Figure 1. Supply network (run 1).
The bar under the picture is 20 um long. Pins as bars on the die edge. Tap cells in grey.
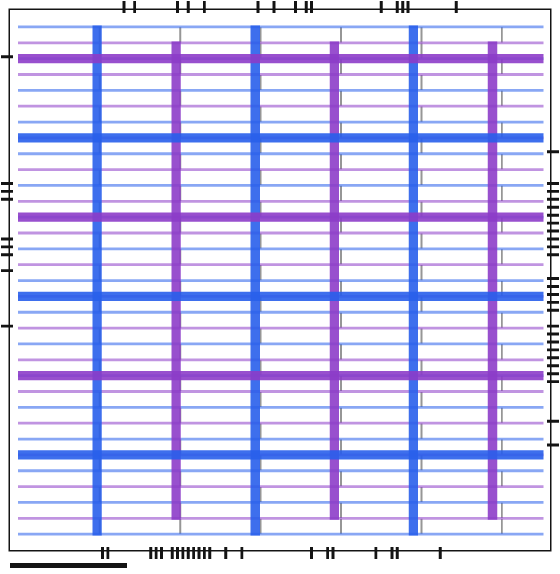
Figure 2. Cell classes on the final placement (run 1).
The bar under the picture is 20 um long.
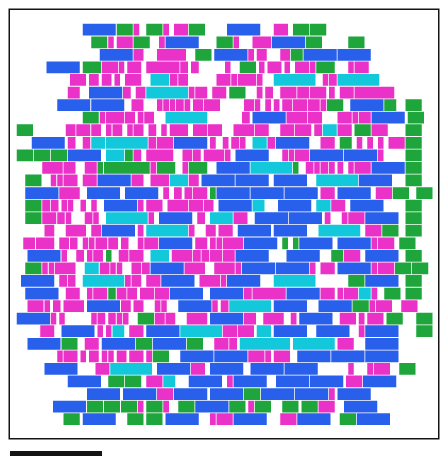
Figure 3. Routed clock nets over the placement (run 1).
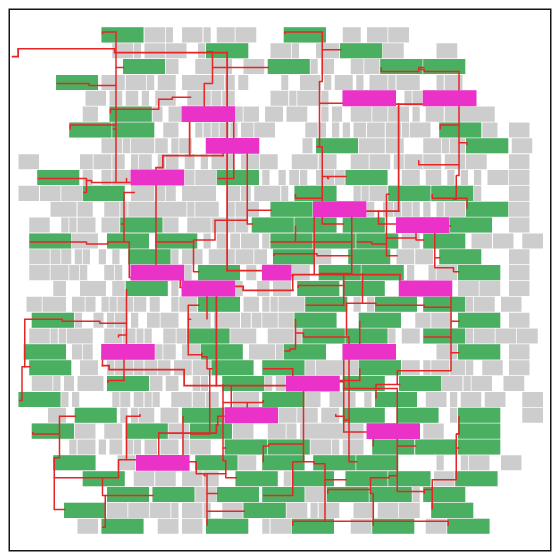
$ cat config.mk
export PLATFORM = sky130hd
export DESIGN_NAME = adder_wrapper_selftest
export DESIGN_NICKNAME = d
export VERILOG_FILES = /design/src/rtl/adder_selftest_pkg.sv /design/src/rtl/selftest_vecgen.sv /design/src/rtl/adder_wrapper_selftest.sv
export SDC_FILE = /design/constraint.sdc
export NUM_CORES = 1
export LEC_CHECK = 0
export CAP_MARGIN = 20
export CORE_MARGIN = 1
export CORE_UTILIZATION = 55
export CTS_CLUSTER_DIAMETER = 80
export CTS_CLUSTER_SIZE = 25
export DETAILED_ROUTE_END_ITERATION = 6
export GPL_TIMING_DRIVEN = 0
export PLACE_DENSITY = 0.84
export SYNTH_ARGS = -nofsm -noshare
export SYNTH_HDL_FRONTEND = slang
export SYNTH_SLANG_ARGS = --single-unit
$ cat constraint.sdc
create_clock -name clk -period 6.6 [get_ports clk]
set_input_delay 0.66 -clock clk [delete_from_list [all_inputs] [get_ports clk]]
set_output_delay 0.66 -clock clk [all_outputs]
set_load 0.02 [all_outputs]
$ cat src/rtl/adder_selftest_pkg.sv
// Shared types and helpers for the prefix-adder self-test harness.
//   state_e    : controller states (IDLE/RUN/DRAIN/DONE)
//   MODE_*     : stimulus source selectors
//   lfsr_taps  : Fibonacci tap masks (bit i set = stage i+1 tapped), n = 8..32
package adder_selftest_pkg;

    typedef enum logic [1:0] {
        ST_IDLE  = 2'd0,
        ST_RUN   = 2'd1,
        ST_DRAIN = 2'd2,
        ST_DONE  = 2'd3
    } state_e;

    localparam int MODE_EXHAUSTIVE = 0;
    localparam int MODE_LFSR       = 1;

    function automatic logic [31:0] lfsr_taps(input int n);
        logic [31:0] t;
        case (n)
            8:       t = 32'h0000_00B8;
            9:       t = 32'h0000_0110;
            10:      t = 32'h0000_0240;
            11:      t = 32'h0000_0500;
            12:      t = 32'h0000_0829;
            13:      t = 32'h0000_100D;
            14:      t = 32'h0000_2015;
            15:      t = 32'h0000_6000;
            16:      t = 32'h0000_D008;
            17:      t = 32'h0001_2000;
            18:      t = 32'h0002_0400;
            19:      t = 32'h0004_0023;
            20:      t = 32'h0009_0000;
            21:      t = 32'h0014_0000;
            22:      t = 32'h0030_0000;
            23:      t = 32'h0042_0000;
            24:      t = 32'h00E1_0000;
            25:      t = 32'h0120_0000;
            26:      t = 32'h0200_0023;
            27:      t = 32'h0400_0013;
            28:      t = 32'h0900_0000;
            29:      t = 32'h1400_0000;
            30:      t = 32'h2000_0029;
            31:      t = 32'h4800_0000;
            32:      t = 32'h8020_0003;
            default: t = 32'h0000_0000;
        endcase
        return t;
    endfunction

endpackage

$ cat src/rtl/selftest_vecgen.sv
// Operand-pair generator for the adder self-test.
//   clk, rst  : clock, synchronous active-high reset (vector cleared to 0)
//   load      : reload the first vector (0 in exhaustive mode, SEED in LFSR mode)
//   advance   : step to the next vector
//   vec       : current {a, b} pair, 2*WIDTH bits
//   last      : current vector is the final one of the run
module selftest_vecgen
    import adder_selftest_pkg::*;
#(
    parameter int          WIDTH       = 8,
    parameter int          MODE        = MODE_EXHAUSTIVE,
    parameter int          NUM_VECTORS = 1024,
    parameter int unsigned SEED        = 1
) (
    input  logic                 clk,
    input  logic                 rst,
    input  logic                 load,
    input  logic                 advance,
    output logic [2*WIDTH-1:0]   vec,
    output logic                 last
);

    localparam int VW = 2 * WIDTH;
    localparam int CW = (NUM_VECTORS > 1) ? $clog2(NUM_VECTORS + 1) : 1;

    localparam logic [31:0]   TAPS_ALL   = lfsr_taps(VW);
    localparam logic [VW-1:0] TAPS       = TAPS_ALL[VW-1:0];
    localparam logic [VW-1:0] SEED_TRUNC = VW'(SEED);
    // An all-zero seed would lock the LFSR up.
    localparam logic [VW-1:0] SEED_V     = (SEED_TRUNC == '0) ? VW'(1) : SEED_TRUNC;

    logic [VW-1:0] vec_q, vec_d;
    logic [CW-1:0] cnt_q, cnt_d;

    always_comb begin
        vec_d = vec_q;
        cnt_d = cnt_q;
        if (load) begin
            vec_d = (MODE == MODE_LFSR) ? SEED_V : '0;
            cnt_d = '0;
        end else if (advance) begin
            vec_d = (MODE == MODE_LFSR) ? {vec_q[VW-2:0], ^(vec_q & TAPS)}
                                        : vec_q + VW'(1);
            cnt_d = cnt_q + CW'(1);
        end
    end

    always_ff @(posedge clk) begin
        if (rst) begin
            vec_q <= '0;
            cnt_q <= '0;
        end else begin
            vec_q <= vec_d;
            cnt_q <= cnt_d;
        end
    end

    // Exhaustive mode ends on all-ones so the index never wraps inside a run.
    assign last = (MODE == MODE_LFSR) ? (cnt_q == CW'(NUM_VECTORS - 1))
                                      : (vec_q == '1);
    assign vec  = vec_q;

endmodule

$ cat src/rtl/adder_wrapper_selftest.sv
// Self-checking stimulus/response engine for registered adder wrappers.
//   clk, rst            : clock, synchronous active-high reset
//   start               : one-cycle run request (honoured in IDLE/DONE)
//   a_out, b_out        : operands to the wrapper (registered)
//   sum_in, cout_in     : wrapper result, LATENCY cycles after the operands
//   busy, done, pass    : run status; pass valid while done
//   err_count           : saturating mismatch count
//   first_err_a/_b/_got : operands and observed {cout,sum} of the first mismatch
//
// state    | meaning
// ---------+---------------------------------------------------
// ST_IDLE  | after reset, waiting for start
// ST_RUN   | one vector driven per cycle
// ST_DRAIN | no new vectors, waiting LATENCY cycles for results
// ST_DONE  | results held, waiting for start
module adder_wrapper_selftest
    import adder_selftest_pkg::*;
#(
    parameter int          WIDTH       = 8,
    parameter int          LATENCY     = 2,
    parameter int          MODE        = MODE_EXHAUSTIVE,
    parameter int          NUM_VECTORS = 1024,
    parameter int unsigned SEED        = 1
) (
    input  logic             clk,
    input  logic             rst,
    input  logic             start,
    output logic [WIDTH-1:0] a_out,
    output logic [WIDTH-1:0] b_out,
    input  logic [WIDTH-1:0] sum_in,
    input  logic             cout_in,
    output logic             busy,
    output logic             done,
    output logic             pass,
    output logic [15:0]      err_count,
    output logic [WIDTH-1:0] first_err_a,
    output logic [WIDTH-1:0] first_err_b,
    output logic [WIDTH:0]   first_err_got
);

    localparam int VW = 2 * WIDTH;
    localparam int DW = $clog2(LATENCY) + 1;

    state_e           state_q, state_d;
    logic [DW-1:0]    drain_q, drain_d;
    logic             gen_load, gen_advance, gen_last;
    logic [VW-1:0]    gen_vec;

    logic             pv_q   [LATENCY];
    logic [WIDTH:0]   pexp_q [LATENCY];
    logic [WIDTH-1:0] pa_q   [LATENCY];
    logic [WIDTH-1:0] pb_q   [LATENCY];

    logic [15:0]      err_count_q, err_count_d;
    logic [WIDTH-1:0] fa_q, fa_d, fb_q, fb_d;
    logic [WIDTH:0]   fg_q, fg_d;
    logic             pass_q, pass_d;
    logic             mismatch;
    logic [WIDTH:0]   vec_sum;

    selftest_vecgen #(
        .WIDTH       (WIDTH),
        .MODE        (MODE),
        .NUM_VECTORS (NUM_VECTORS),
        .SEED        (SEED)
    ) u_vecgen (
        .clk     (clk),
        .rst     (rst),
        .load    (gen_load),
        .advance (gen_advance),
        .vec     (gen_vec),
        .last    (gen_last)
    );

    assign a_out = gen_vec[VW-1:WIDTH];
    assign b_out = gen_vec[WIDTH-1:0];

    always_comb begin
        state_d     = state_q;
        drain_d     = drain_q;
        gen_load    = 1'b0;
        gen_advance = 1'b0;
        case (state_q)
            ST_IDLE, ST_DONE: begin
                if (start) begin
                    state_d  = ST_RUN;
                    gen_load = 1'b1;
                end
            end
            ST_RUN: begin
                if (gen_last) begin
                    state_d = ST_DRAIN;
                    drain_d = DW'(LATENCY - 1);
                end else begin
                    gen_advance = 1'b1;
                end
            end
            ST_DRAIN: begin
                if (drain_q == '0) state_d = ST_DONE;
                else               drain_d = drain_q - DW'(1);
            end
            default: state_d = ST_IDLE;
        endcase
    end

    always_ff @(posedge clk) begin
        if (rst) begin
            state_q <= ST_IDLE;
            drain_q <= '0;
        end else begin
            state_q <= state_d;
            drain_q <= drain_d;
        end
    end

    assign vec_sum  = {1'b0, a_out} + {1'b0, b_out};
    assign mismatch = pv_q[LATENCY-1] && ({cout_in, sum_in} != pexp_q[LATENCY-1]);

    // Only valid bits are reset; payload is don't-care while invalid.
    always_ff @(posedge clk) begin
        if (rst) begin
            for (int i = 0; i < LATENCY; i++) pv_q[i] <= 1'b0;
        end else begin
            pv_q[0] <= (state_q == ST_RUN);
            for (int i = 1; i < LATENCY; i++) pv_q[i] <= pv_q[i-1];
        end
    end

    always_ff @(posedge clk) begin
        pexp_q[0] <= vec_sum;
        pa_q[0]   <= a_out;
        pb_q[0]   <= b_out;
        for (int i = 1; i < LATENCY; i++) begin
            pexp_q[i] <= pexp_q[i-1];
            pa_q[i]   <= pa_q[i-1];
            pb_q[i]   <= pb_q[i-1];
        end
    end

    always_comb begin
        err_count_d = err_count_q;
        fa_d        = fa_q;
        fb_d        = fb_q;
        fg_d        = fg_q;
        pass_d      = pass_q;
        if (gen_load) begin
            err_count_d = '0;
            fa_d        = '0;
            fb_d        = '0;
            fg_d        = '0;
            pass_d      = 1'b0;
        end else begin
            if (mismatch) begin
                if (err_count_q != 16'hFFFF) err_count_d = err_count_q + 16'd1;
                // A saturating counter is nonzero exactly once a mismatch has been seen.
                if (err_count_q == '0) begin
                    fa_d = pa_q[LATENCY-1];
                    fb_d = pb_q[LATENCY-1];
                    fg_d = {cout_in, sum_in};
                end
            end
            // The final compare lands in the last DRAIN cycle, so use the updated count.
            if (state_q == ST_DRAIN && state_d == ST_DONE) pass_d = (err_count_d == '0);
        end
    end

    always_ff @(posedge clk) begin
        if (rst) begin
            err_count_q <= '0;
            fa_q        <= '0;
            fb_q        <= '0;
            fg_q        <= '0;
            pass_q      <= 1'b0;
        end else begin
            err_count_q <= err_count_d;
            fa_q        <= fa_d;
            fb_q        <= fb_d;
            fg_q        <= fg_d;
            pass_q      <= pass_d;
        end
    end

    assign busy          = (state_q == ST_RUN) || (state_q == ST_DRAIN);
    assign done          = (state_q == ST_DONE);
    assign pass          = pass_q;
    assign err_count     = err_count_q;
    assign first_err_a   = fa_q;
    assign first_err_b   = fb_q;
    assign first_err_got = fg_q;

endmodule

==> results.txt, run 1 <==
run results: first-pass GRT wire length 17.4 mm, post-route setup slack between 3000 and 4000 ps, clk sink count approximately 110, Post-DP HPWL slightly below 7 mm, GPL Wtd Cong between 0.8 and 0.9, register area 2280 um2, Dominant flop cell dfxtp_1, area grow syn2layout 31.2%, via count between 3000 and 4000, Num CTS Buffers 17, placed cell areas about 5400 um2, die area about 8600 um2, final hold vios 0, post-route ant nets 0, RSZ-0062 raised after global routing false, CP Capture Type output port, sequential fraction of design power 0.426, max incr delay on CP between 600 and 700 ps, Syn Area/Cell just over 10 um2, R2R Setup Slk between 4000 and 5000 ps, fill count between 500 and 600, Top cell area share 0.505, grt total ovfl 0, Iter 0 DRT Violations 197, tool warnings 29, Gate Area a little over 2000 um2, CTS max path bufs 2, required time of the critical path roughly 5900 ps, placed cells between 600 and 700, max-cap viol count 0, status complete, no violations, Highest Clock Rate 360 MHz, most area-consuming cells after synthesis dfxtp_1 50%, mux2i_1 6.6%, nor2_1 6.4%, ha_1 4.2%, xnor2_1 4.1%, CTS H-Tree Depth 4, Synth area leader dfxtp_1, Switching Fraction 0.247, via/cell ratio 5.49, clock slew at reported path FFs 70 ps, CTS tree yes, Yosys reg bits between 100 and 150
About Figure 1:
Blue marks VSS. Purple marks VDD.
102 tap cells. 6 straps on met4. 33 met1 rails follow the rows. 72 signal pins sit on the boundary.
Die Width: 92.7 um
Die H: 92.7 um
peak supply drop: 0.197 mV
core area: 7850 um2

About Figure 2:
Green marks remaining buffers and delay cells, cells 88, share of their area 15%. Cyan marks clock drivers and dummy loads, cells 32, share of their area 9.9%. Blue marks registers, cells 114, share of their area 39%. Magenta marks remaining logic cells, cells 315, share of their area 36%.
FP Rows: 32
post-route cell area: 5930 um2

About Figure 3:
Red marks clock wires, length 1380 um. Magenta marks clock-net drivers, count 17. Green marks flip-flops, count 114.
Position of the flops: all over the die. There are 18 routed clock nets.
Clock power frac: 0.538
clock skew: 8.98 ps
clk pwr: 0.881 mW
worst skew pair latency: 520 ps

## run 1: area by class of cell
class	instances	area share
multi-input cells	298	0.344
clock inverters	15	0.0266
clock buffers	17	0.0698
flip-flops and latches	114	0.385
plain buffers	17	0.0228
repair buffers	71	0.120
well taps	102	0.0215
inverters	17	0.0108
## run 1: cells by family after synthesis
logic type | Yosys count | synth area share
muxes | 32 | 0.0714
xor gates and xnor gates | 38 | 0.0736
DFF | 114 | 0.505
buffers and inverters | 34 | 0.0440
and+or+nand+nor | 166 | 0.192
AOI/OAI and AO/OA | 46 | 0.0686
adders and majority gates | 16 | 0.0459
## run 1: routing by layer
layer,up-vias,share of wire,GRT usage
met3,12,0.063,0.0673
met2,120,0.49,0.439
met4,0,0.012,0.101
met5,-,0,0
met1,1722,0.44,0.337
li1,1718,-,-
## run 1: power groups by stage
stage / Combinational (mW) / Clock, mW / Sequential (mW)
5_1_grt: 0.0644 / 0.926 / 0.698
2_1_floorplan: 0.0343 / 0 / 0.714
3_5_place_dp: 0.0582 / 0 / 0.713
4_1_cts: 0.0596 / 0.888 / 0.698
6_report: 0.0595 / 0.881 / 0.698
3_3_place_gp: 0.0572 / 0 / 0.713
## run 1: flip-flops by register name (all words and copies together) (netlist names)
signal and flops:
err_count 16, pb_q 16, pexp_q 18, pass 1
state_q 2, u_vecgen.vec 16, pv_q 2, first_err_got 9
drain_q 2, pa_q 16, first_err_b 8, first_err_a 8
## run 1: final timing paths
kind / from / to / cells after the start
max reg2reg: err_count[1] / pass / 10
min reg2reg: pa_q[0][6] / pa_q[1][6] / 0
min: pa_q[0][6] / pa_q[1][6] / 0
max: state_q[0] / busy / 4
## run 1: stage by stage
step	hold slack [ps]	total power [mW]
2_1_floorplan	310	0.748
3_3_place_gp	310	0.770
3_5_place_dp	312	0.771
4_1_cts	321	1.65
5_1_grt	324	1.69
6_report	323	1.64
## run 1: cell usage in the layout, fill, tap and decap left out, types with 5 or more instances in the layout
cell	instances
nand4_1	12
nand3_1	15
o21ai_0	7
and2_1	5
clkdlybuf4s50_1	71
ha_1	15
clkbuf_1	6
dfxtp_1	114
mux2i_1	30
nor2_1	77
inv_1	17
nor3_1	5
xor2_1	17
inv_6	6
and3_1	7
nand2_1	19
a21oi_1	13
clkbuf_16	16
xnor2_1	21
Figure 4. Signal wires by layer (run 1).
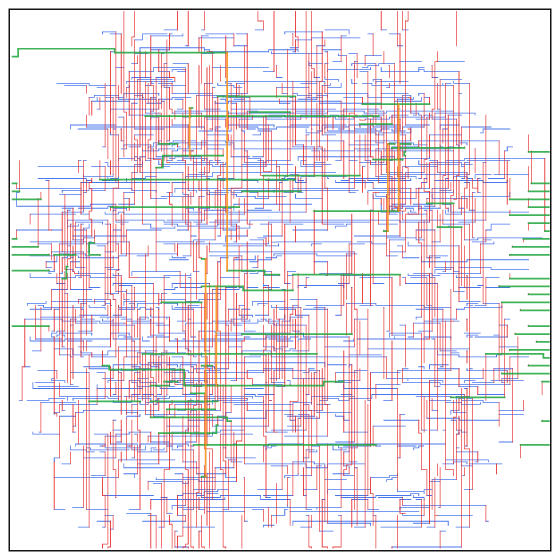

==> run 1 -> run 2 <==
--- a/config.mk
+++ b/config.mk
@@ -7,12 +7,12 @@
 export LEC_CHECK = 0
 export CAP_MARGIN = 20
 export CORE_MARGIN = 1
-export CORE_UTILIZATION = 55
+export CORE_UTILIZATION = 53
 export CTS_CLUSTER_DIAMETER = 80
 export CTS_CLUSTER_SIZE = 25
 export DETAILED_ROUTE_END_ITERATION = 6
 export GPL_TIMING_DRIVEN = 0
-export PLACE_DENSITY = 0.84
+export PLACE_DENSITY = 0.81
 export SYNTH_ARGS = -nofsm -noshare
 export SYNTH_HDL_FRONTEND = slang
 export SYNTH_SLANG_ARGS = --single-unit
==> constraint.sdc (replaced) <==
create_clock -name clk -period 2.6 [get_ports clk]
set_input_delay 0.26 -clock clk [delete_from_list [all_inputs] [get_ports clk]]
set_output_delay 0.26 -clock clk [all_outputs]
set_load 0.02 [all_outputs]
Figure 5. Signal wires by layer (run 2).
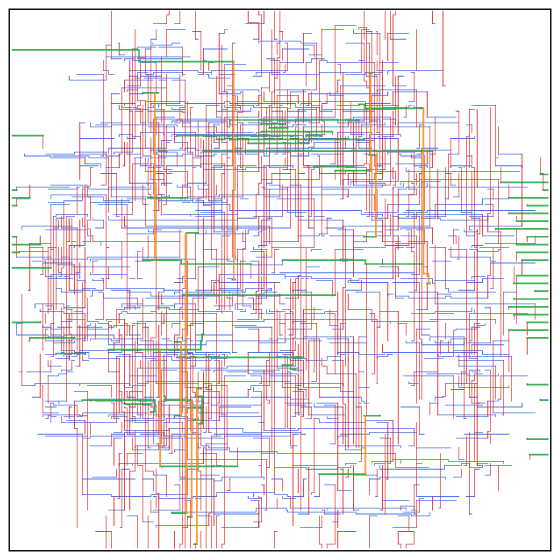
Green marks M3, wire length 565 um. Red marks M2, wire length 5040 um. Blue marks M1, wire length 4560 um. Orange marks M4, wire length 270 um.
final wirelength: 10.4 mm
via count: 3509
GRT Overall Usage: 0.255

==> run 2 against run 1 <==
Via count fell by 1.8%. Clock power rose to 2.6 times the previous value. Sequential cell count unchanged. Area after synthesis is the same.
==> results.txt, run 2 <==
run results: status complete, no violations, area grow syn2layout 31.7%, Top cell excl fill/tap dfxtp_1, clock slew at reported path FFs about 60 ps, worst skew pair latency a little over 500 ps, cell leakage power around 2.3 nW, CTS tree yes, placed cell areas between 5000 and 6000 um2, worst-path fanout max 8, Post-DP HPWL between 6 and 7 mm, Synth area leader dfxtp_1, post-route cell area 5960 um2, Dominant flop cell dfxtp_1, EDFF count, synth 0, final hold vios 0, total power 4.17 mW, most frequent cells after synthesis 114 x dfxtp_1, 77 x nor2_1, 30 x mux2i_1, Final period util 0.957, worst r2r path cells 10, Num CTS Buffers 17, met3 WL roughly 570 um, grt total ovfl 0, die area between 8000 and 9000 um2, first-pass GRT wire length around 17 mm, M1 WL ~4.6 mm, GPL Wtd Cong about 0.91, clk sink count roughly 110, post-route ant nets 0, DRC viols 0, clock skew 6.62 ps, most frequent cells in the layout 114 x dfxtp_1, 77 x nor2_1, 71 x clkdlybuf4s50_1, 30 x mux2i_1, 21 x xnor2_1, CP Capture Type register, Iter 0 DRT Violations slightly above 200, Yosys reg bits about 110, required time of the critical path roughly 3000 ps, max-cap viol count 0, Top Metal Used met4, crit start category register, Syn Area/Cell around 10 um2, most area-consuming cells after synthesis dfxtp_1 50%, mux2i_1 6.6%, nor2_1 6.4%, ha_1 4.2%, xnor2_1 4.1%, max reg flops 18, max incr delay on CP a little under 500 ps, post-route setup slack between 100 and 150 ps, FP Rows 33, tool warnings 29, CTS H-Tree Depth 4
Figure 6. Supply network (run 2).
The bar under the picture is 20 um long. Pins as bars on the die edge. Tap cells in grey.
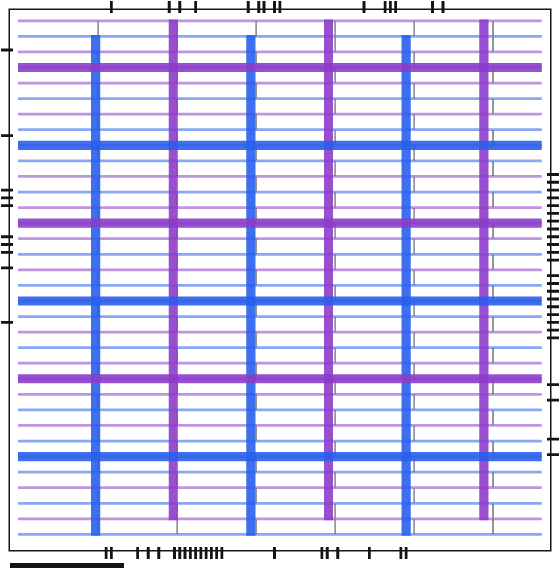
Purple marks VDD. Blue marks VSS.
6 straps on met4. 6 straps on met5. 34 met1 rails follow the rows.
core area: 8220 um2
peak supply drop: 0.555 mV
Die H: 94.4 um

-- run 2: cell types whose count changed in the layout (fill, tap and decap cells not counted), sizes merged --
cell    delta
clkinv     +4
clkbuf     +1
bufinv     +2
inv        -8
-- run 2: final timing paths --
check / start / to / slack [ps]
setup / recovery: err_count[1] / pass / 110
hold / removal: pb_q[0][0] / pb_q[1][0] / 320
setup reg to reg: err_count[1] / pass / 110
hold reg to reg: pb_q[0][0] / pb_q[1][0] / 320
-- run 2: area by class of cell --
cell class                 instances  area [um2]
buffer                            17         135
clock buffer                      18         418
clock inverter                    13         161
fill                             559        2260
inverter                          17        63.8
multi-input combinational        298        2050
sequential                       114        2280
tap                              105         131
timing repair buffer              71         711
-- run 2: worst max-delay path, delay by kind of cell, from the launching register on --
kind	cells	cell delay, ps
and+or+nand+nor	5	930
buffers and inverters	1	130
AOI/OAI and AO/OA	3	530
adders and majority gates	1	300
DFF	1	490
-- run 2: logic make-up after synthesis --
family,after synthesis,share of synthesized area
buffers and inverters,34,0.0440
flip-flops,114,0.505
multiplexers,32,0.0714
XOR/XNOR,38,0.0736
adder cells (fa/ha/maj),16,0.0459
AND-OR/OR-AND,46,0.0686
AND/OR/NAND/NOR,166,0.192
-- run 2: metrics by stage --
step	std cells	setup TNS (ps)
finish	653	0
global placement	622	0
floorplan	446	0
detailed placement	622	-604
CTS	653	0
global route	653	0
-- run 2: routing by layer --
metal | track usage | vias to the layer above
li1 | - | 1715
met1 | 0.313 | 1654
met2 | 0.417 | 116
met3 | 0.0564 | 24
met4 | 0.133 | 0
met5 | 0 | -
-- run 2: report_power, final --
part | total, mW | internal (mW) | leakage, nW | switching [mW]
combinational | 0.151 | 0.0645 | 1.07 | 0.0869
sequential | 1.77 | 1.76 | 0.919 | 0.0115
clock | 2.25 | 1.45 | 0.273 | 0.795
-- run 2: repair_timing --
action | in CTS | in global routing
resized | 0 | 3
setup endpoints to repair | 0 | 1
buffers inserted | 0 | 0
Figure 7. Cell classes on the final placement (run 2).
The bar under the picture is 20 um long.
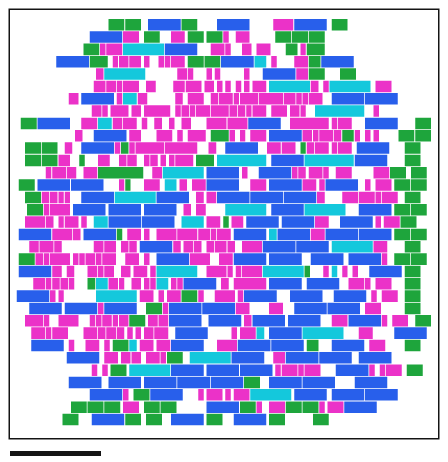

==> run 2 -> run 3 <==
--- a/config.mk
+++ b/config.mk
@@ -5,14 +5,13 @@
 export SDC_FILE = /design/constraint.sdc
 export NUM_CORES = 1
 export LEC_CHECK = 0
-export CAP_MARGIN = 20
 export CORE_MARGIN = 1
-export CORE_UTILIZATION = 53
+export CORE_UTILIZATION = 48
 export CTS_CLUSTER_DIAMETER = 80
 export CTS_CLUSTER_SIZE = 25
 export DETAILED_ROUTE_END_ITERATION = 6
 export GPL_TIMING_DRIVEN = 0
-export PLACE_DENSITY = 0.81
+export PLACE_DENSITY = 0.78
 export SYNTH_ARGS = -nofsm -noshare
 export SYNTH_HDL_FRONTEND = slang
 export SYNTH_SLANG_ARGS = --single-unit
==> constraint.sdc (replaced) <==
create_clock -name clk -period 2.2 [get_ports clk]
set_input_delay 0.22 -clock clk [delete_from_list [all_inputs] [get_ports clk]]
set_output_delay 0.22 -clock clk [all_outputs]
set_load 0.02 [all_outputs]
Figure 8. Cell classes on the final placement (run 3).
The bar under the picture is 20 um long.
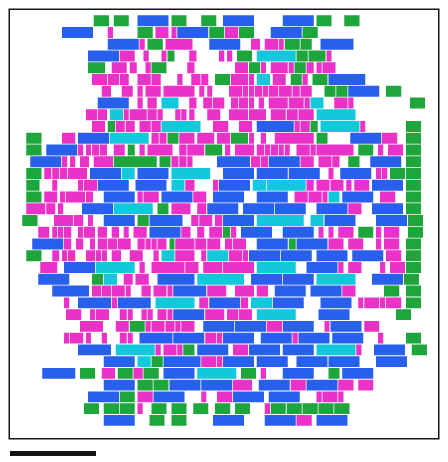
Green marks remaining buffers and delay cells, cells 100, share of their area 16%. Cyan marks clock drivers and dummy loads, cells 32, share of their area 9.9%. Blue marks registers, cells 114, share of their area 39%. Magenta marks remaining logic cells, cells 315, share of their area 36%.
core area: 9200 um2
FP Rows: 35
post-route cell area: 6140 um2
Layout Utilization: 0.668
sequential share of cell area: 0.376

==> run 3 against run 2 <==
The flow now finishes with violations (design-rule violations, negative setup slack). Area after synthesis is the same. Largest cell class unchanged. Sequential power increased by 18%. Critical path depth is 1 lower. Power grew 20%. Count of clock-buffer cells in the layout stayed put. Fmax up 13%. Core utilization is 5.7 points lower. Synthesized cell count unchanged. Clock skew rose by 1.1 ps. Via count grew 3.2%.
==> results.txt, run 3 <==
run results: vias in the first global route between 3000 and 4000, grt total ovfl 0, EDFF count, synth 0, max-cap viol count 0, Max-slew headroom 0.715, Post-DP HPWL 7.12 mm, initial antenna violation count 0, Die H 99.1 um, required time of the critical path ~2600 ps, clock skew 7.77 ps, worst skew pair latency 520 ps, most area-consuming cells after synthesis dfxtp_1 50%, mux2i_1 6.6%, nor2_1 6.4%, ha_1 4.2%, xnor2_1 4.1%, DRC viols 2, share of cells above drive strength 1 0.178, r2r startpoint u_vecgen.vec[3], Highest Clock Rate around 450 MHz, placed cell areas around 5400 um2, clock slew at reported path FFs 60 ps, DR pass1 iterations 7, CP Capture Type register, Critical Path Slowest Stage Cell dfxtp_2, final hold vios 0, reg-to-reg endpoint u_vecgen.vec[8], post-synth design cell area 4520 um2, Dominant flop cell dfxtp_1, WHS Path Cells 0, worst min path class reg2reg, M1 WL roughly 4.7 mm, failing checks design-rule violations, negative setup slack, R2R Setup Slk -7 ps, Iter 0 DRT Violations a little over 200, buffers added on ports 71, post-route minimum period 2210 ps, nets 576, Yosys top cell by instances dfxtp_1, CTS max path bufs 2, cells after synthesis 446, hold_buf cts 0, peak supply drop ~0.48 mV, Setup crit start u_vecgen.vec[3], Num CTS Buffers 17, post-route ant nets 0, Top Metal Used met4, Hold WS about 320 ps, sequential-to-total area share from yosys stat 0.505, met3 WL ~680 um, crit start category register, Antenna Cells 0, signal arrival time at the worst endpoint between 2000 and 3000 ps, Final period util 1.00, via/cell ratio ~5.4, max reg flops 18, tool warnings 30, placed cells ~630, Worst Setup EP u_vecgen.vec[8], status finished with violations, worst slew pin tran 427 ps, post-route setup slack -6.68 ps, Syn Area/Cell between 10 and 15 um2, clk sink count 114, Top cell area share 0.505, GPL Wtd Cong between 0.9 and 1, worst-path fanout max 10, most frequent CP cell nor2_1, worst r2r path cells 9, count of different cell masters after synthesis 56, CTS root buffer clkbuf_8, final setup vio count 1, area grow syn2layout 35.9%, Yosys reg bits roughly 110, first-pass GRT wire length 17.0 mm, Pwr per Cell Area 814 nW/um2, CTS tree yes, Layout Cells excl Fill 672, die area 9810 um2, Final Max Slew Viols 0, CTS H-Tree Depth 4, most frequent cells in the layout 100 x dfxtp_1, 76 x nor2_1, 70 x clkdlybuf4s50_1, 30 x mux2i_1, 21 x xnor2_1, Die Width between 90 and 100 um, Synth area leader dfxtp_1, most frequent cells after synthesis 114 x dfxtp_1, 77 x nor2_1, 30 x mux2i_1, register name with the most flops pexp_q, Top cell excl fill/tap dfxtp_1, cell leakage power roughly 2.4 nW, routed length on met2 5.32 mm, max incr delay on CP approximately 420 ps
Figure 9. Signal wires by layer (run 3).
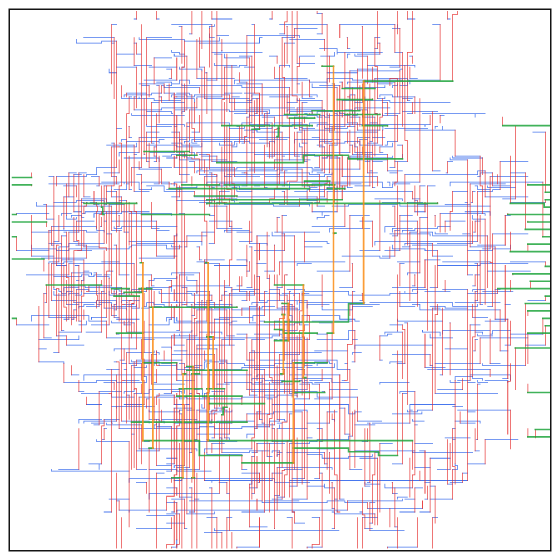
Green marks M3, wire length 678 um. Red marks M2, wire length 5320 um. Orange marks M4, wire length 283 um. Blue marks M1, wire length 4660 um.
GRT Overall Usage: 0.226
post-DR wirelength/cell: 16.3 um
final wirelength: 10.9 mm
via count: 3622

run 3: cell counts after synthesis:
No cell type changed its count.
run 3: metal layers:
metal  track usage  vias up
met5             0        -
met4        0.0973        0
met3        0.0702       30
met2         0.374      146
met1         0.273     1709
li1              -     1737
run 3: kinds of logic after synthesis:
family	count (synthesis)	share of synthesized area
adder cells (fa/ha/maj)	16	0.0459
flip-flops	114	0.505
AND/OR/NAND/NOR	166	0.192
XOR/XNOR	38	0.0736
buffers and inverters	34	0.0440
multiplexers	32	0.0714
AND-OR/OR-AND	46	0.0686
run 3: area by class of cell:
cell class / instances / area [um2]
fillers: 691 / 3050
flip-flops and latches: 114 / 2310
multi-input cells: 298 / 2090
repair buffers: 83 / 800
clock buffers: 18 / 428
clock inverters: 14 / 166
plain buffers: 17 / 144
well taps: 111 / 139
inverters: 17 / 63.8
run 3: worst max-delay path, delay by kind of cell, from the launching register on:
family | cells | cell delay (ps)
AND-OR/OR-AND | 1 | 150
XOR/XNOR | 1 | 180
AND/OR/NAND/NOR | 6 | 1110
flip-flops | 1 | 420
buffers and inverters | 1 | 210
run 3: worst min-delay path by stage:
stage                     to  slack [ps]    startpoint
2_1_floorplan     pv_q[0][0]         290           rst
3_3_place_gp      pa_q[1][0]         310    pa_q[0][0]
3_5_place_dp   pexp_q[0][10]         310  pexp_q[0][1]
4_1_cts        pexp_q[0][14]         320  pexp_q[0][5]
5_1_grt           pa_q[1][5]         330    pa_q[0][5]
6_report       pexp_q[0][14]         320  pexp_q[0][5]
run 3: stage by stage:
stage	power, mW	TNS, ps
finish	5.00	-6.68
global route	5.13	-124
CTS	5.02	-33.4
detailed placement	2.32	-7310
global placement	2.31	-5950
floorplan	2.24	0
run 3: timing repair:
item,4_1_cts,5_1_grt
pin swaps,3,5
resized,17,21
buffers inserted,3,9
endpoints found under the setup margin,12,23
run 3: power breakdown:
group          switching (mW)  total [mW]  internal [mW]
registers              0.0130        2.09           2.08
clock network            1.04        2.72           1.68
logic                   0.106       0.188         0.0822
Power is estimated from default activity; no workload was simulated.
